## config.mk

```make
export PLATFORM = sky130hd
export DESIGN_NAME = reg_bank_5b
export DESIGN_NICKNAME = d
export VERILOG_FILES = /design/src/rtl/reg_bank_5b_pkg.sv /design/src/rtl/decoder5to32.sv /design/src/rtl/reg_bank_5b.sv
export SDC_FILE = /design/constraint.sdc
export NUM_CORES = 2
export LEC_CHECK = 0
export ABC_CLOCK_PERIOD_IN_PS = 34000
export CORE_MARGIN = 2
export CORE_UTILIZATION = 50
export DETAILED_ROUTE_END_ITERATION = 16
export MAX_ROUTING_LAYER = met4
export PLACE_DENSITY_LB_ADDON = 0.25
export SETUP_SLACK_MARGIN = 0.5
export SYNTH_ARGS = -nofsm -noshare
export SYNTH_HDL_FRONTEND = slang
export SYNTH_SLANG_ARGS = --single-unit
```

## constraint.sdc

```tcl
create_clock -name clk -period 34 [get_ports clk]
set_input_delay 5.1 -clock clk [delete_from_list [all_inputs] [get_ports clk]]
set_output_delay 5.1 -clock clk [all_outputs]
set_load 0.05 [all_outputs]
```

## src/rtl/reg_bank_5b_pkg.sv

```systemverilog
// Shared sizing and index constants for the 32 x 32-bit register bank.
package reg_bank_5b_pkg;

  localparam int unsigned NUM_REGS = 32;
  localparam int unsigned DATA_W   = 32;
  localparam int unsigned IDX_W    = 5;

  localparam int unsigned ZERO_IDX = 0;
  localparam int unsigned SP_IDX   = 29;
  localparam int unsigned RA_IDX   = 31;

  typedef logic [IDX_W-1:0]    reg_idx_t;
  typedef logic [DATA_W-1:0]   reg_data_t;
  typedef logic [NUM_REGS-1:0] reg_onehot_t;

endpackage

```

## src/rtl/decoder5to32.sv

```systemverilog
// Combinational 5-to-32 one-hot decoder with enable; all-zero output when disabled.
module decoder5to32
  import reg_bank_5b_pkg::*;
(
  input  logic        en,
  input  logic [4:0]  idx,
  output logic [31:0] onehot
);

  // Index is only evaluated under enable, so an unknown idx cannot leak a set bit.
  always_comb begin
    onehot = '0;
    if (en) begin
      onehot[idx] = 1'b1;
    end
  end

endmodule

```

## src/rtl/reg_bank_5b.sv

```systemverilog
// 32 x 32-bit register file: one synchronous write port, two combinational read ports,
// register 0 hard-wired to zero, stack pointer register reset to a non-zero value.
module reg_bank_5b #(
  parameter int unsigned SP_IDX   = reg_bank_5b_pkg::SP_IDX,
  parameter logic [31:0] SP_RESET = 32'd227
) (
  input  logic        clk,
  input  logic        reset,
  input  logic        reg_write,
  input  logic [4:0]  write_reg,
  input  logic [31:0] write_data,
  input  logic [4:0]  read_reg1,
  input  logic [4:0]  read_reg2,
  output logic [31:0] read_data1,
  output logic [31:0] read_data2
);

  import reg_bank_5b_pkg::*;

  reg_onehot_t we;
  reg_data_t   regs [NUM_REGS];

  decoder5to32 u_dec (
    .en     (reg_write),
    .idx    (write_reg),
    .onehot (we)
  );

  always_ff @(posedge clk or posedge reset) begin
    if (reset) begin
      for (int unsigned i = 0; i < NUM_REGS; i++) begin
        regs[i] <= (i == SP_IDX) ? SP_RESET : '0;
      end
    end else begin
      for (int unsigned i = 0; i < NUM_REGS; i++) begin
        if (we[i] && (i != ZERO_IDX)) begin
          regs[i] <= write_data;
        end
      end
    end
  end

  always_comb begin
    read_data1 = regs[read_reg1];
    read_data2 = regs[read_reg2];
  end

endmodule

```

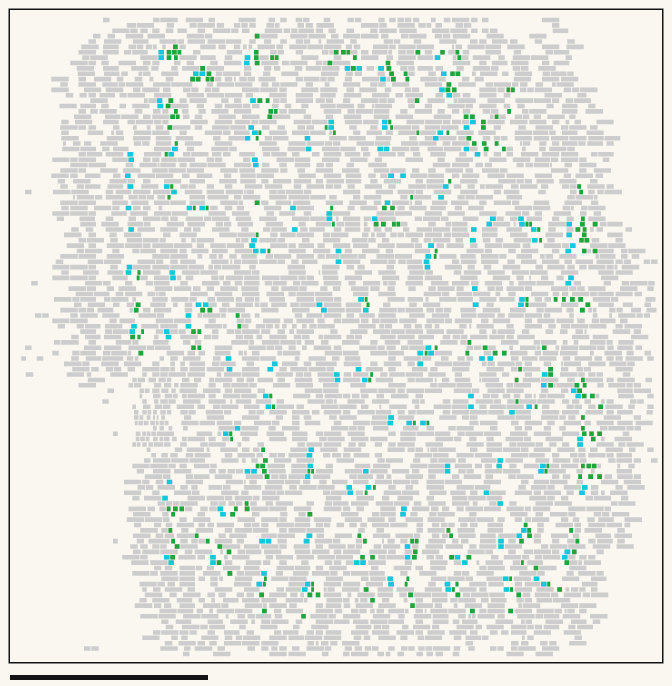
Figure 1: gate families picked out.
Scale bar: 100 um.
Cyan marks non-inverting ao/oa cells, cells 192. Green marks aoi and oai cells, cells 256, where spread over the die.
Layout Cells excl Fill: 4989
Comb/total area: 45.5%

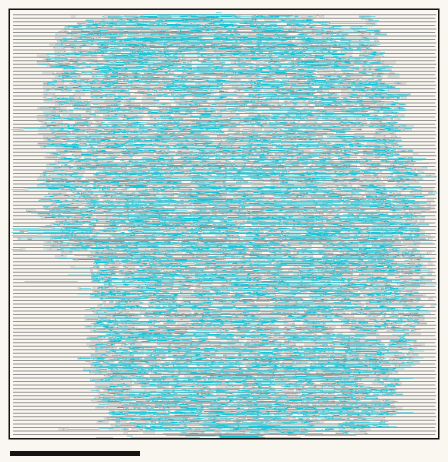
Figure 2: met1 routing.
Scale bar: 100 um. Supply wires on this layer in grey.
The longest straight run is 142 um. 3401 nets have wire on it. The layer holds 42% of the routed length.
Total Wirelength: 164000 um
via count: 34400

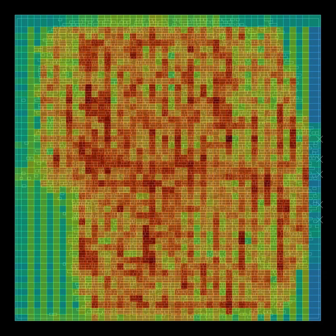
Figure 3: routing congestion.
GRT met1 Usage: 43.0%
met2 global-route usage: 47.1%

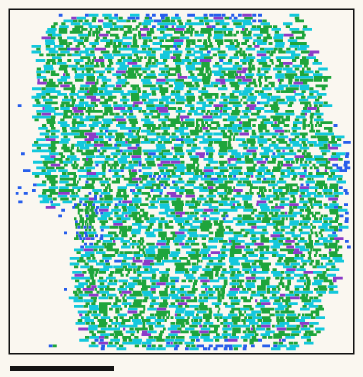
Figure 4: cell classes on the final placement.
Scale bar: 100 um.
Green marks remaining logic cells, cells 2209, share of their area 47%. Purple marks clock drivers and dummy loads, cells 200, share of their area 6.4%. Blue marks remaining buffers and delay cells, cells 193, share of their area 3.1%. Cyan marks registers, cells 992, share of their area 44%.
row count: 119
core box area: 105000 um^2
cell area after layout: 58800 um^2
post-layout util: 55.8%
Seq/total area: 42.2%

==> impl_metrics.py <==
# Synthesis and PnR figures
metrics = {
    "logic_synthesis": {
        "ys_ff": 992,
        "syn_area_per_cell_um2": 14.8,
        "yosys.stat.seqShare_pct": 46.7,
        "yosysWarnings": 32,
        "synthTopCellsByArea": "dfrtp_1 (46%), mux2_2 (22%), mux4_2 (16%), mux2i_1 (3.6%), a22o_1 (3.2%)",
        "yosys_area_um2": 53200,
        "synth_area_um2": 53200,
        "yosysTopAreaCellShare_pct": 46.4,
        "yosysMostFrequentCell": "mux2_2",
    },
    "run": {
        "maxCapViolCount": 0,
    },
    "worst_setup_path": {
        "path_cells": "buf_8, buf_12, buf_4, mux4_2, mux2i_1, and2_1, o31ai_1, clkdlybuf4s50_1",
        "cp_slowest_stage_delay_ns": 0.95,
        "end_kind": "primary output",
    },
    "place": {
        "portBuffers": 113,
        "hpwl_um": 89500,
        "gp_congestion": 0.794,
    },
    "outcome": {
        "status": "finished, violations left",
        "violations": "DRC",
    },
    "pwr": {
        "power.internal_mw": 2.57,
        "powerDensity_nw_per_um2": 60.8,
        "p_switching_mw": 1.01,
        "combPwrFrac_pct": 21.8,
    },
    "final_timing": {
        "slew_headroom_pct": 15.7,
        "maxSlewViolCount": 0,
        "finClkSkew_ns": 0,
    },
    "global_route": {
        "grt_pass1_vias": 35300,
    },
    "detailed_routing": {
        "drt_iter0_markers": 3523,
        "vias_per_cell": 6.89,
        "drcViolationCount": 5,
        "dr.pass1.iters": 13,
        "avgRoutedWirePerCell_um": 32.9,
    },
    "cells_and_area": {
        "top_regs": "regs (992)",
        "flop_area_um2": 24800,
    },
    "clocking": {
        "htreeDepth": 3,
        "cts_resized": 0,
    },
}
==> metal layers <==
metal  GRT usage, %  vias up  share of wire [%]
li1               -    13800                  -
met1           43.0    18700                 42
met2           47.1     1561                 46
met3           6.56      342                8.7
met4           10.6        0                3.4
met5              -        -                  0
==> worst min path at each step <==
stage,from,to,slack (ns)
CTS,regs[353],regs[353],0.51
finish,regs[127],regs[127],0.51
global placement,regs[127],regs[127],0.48
floorplan,regs[127],regs[127],0.47
detailed placement,regs[357],regs[357],0.49
global route,regs[465],regs[465],0.53
==> power by group through the flow <==
stage	sequential [mW]	combinational (mW)	clock (mW)
floorplan	1.54	0.623	0
global placement	1.58	0.761	0
detailed placement	1.59	0.777	0
CTS	1.57	0.779	1.23
global route	1.61	0.828	1.28
finish	1.58	0.779	1.22
==> final cells by class <==
cell class | instances | share of cell area (%)
antenna | 4 | 0.0170
inverter | 3 | 0.0319
multi-input combinational | 2206 | 45.5
clock buffer | 166 | 5.57
clock inverter | 34 | 0.664
tap | 1391 | 2.96
timing repair buffer | 193 | 3.05
sequential | 992 | 42.2
==> stage by stage <==
step | cells | area [um^2] | setup WS [ns] | power, mW
finish | 4989 | 58800 | 19.39 | 3.58
global route | 4989 | 58800 | 19.13 | 3.71
global placement | 4785 | 55200 | 19.27 | 2.34
CTS | 4985 | 58800 | 19.28 | 3.58
floorplan | 3598 | 53200 | 0.999 | 2.17
detailed placement | 4785 | 55200 | 19.27 | 2.37
==> worst max-delay path, delay by kind of cell <==
family                 cells  cell delay (ns)
buffers and inverters      4             2.94
AOI/OAI and AO/OA          1             0.64
muxes                      2             0.46
and+or+nand+nor            1             0.23
==> cells by family after synthesis <==
logic type | share of synthesized area [%]
compound gates | 6.32
buf+inv | 3.39
flops | 46.7
mux | 42.2
simple gates | 1.35
Power and IR drop assume default switching activity.
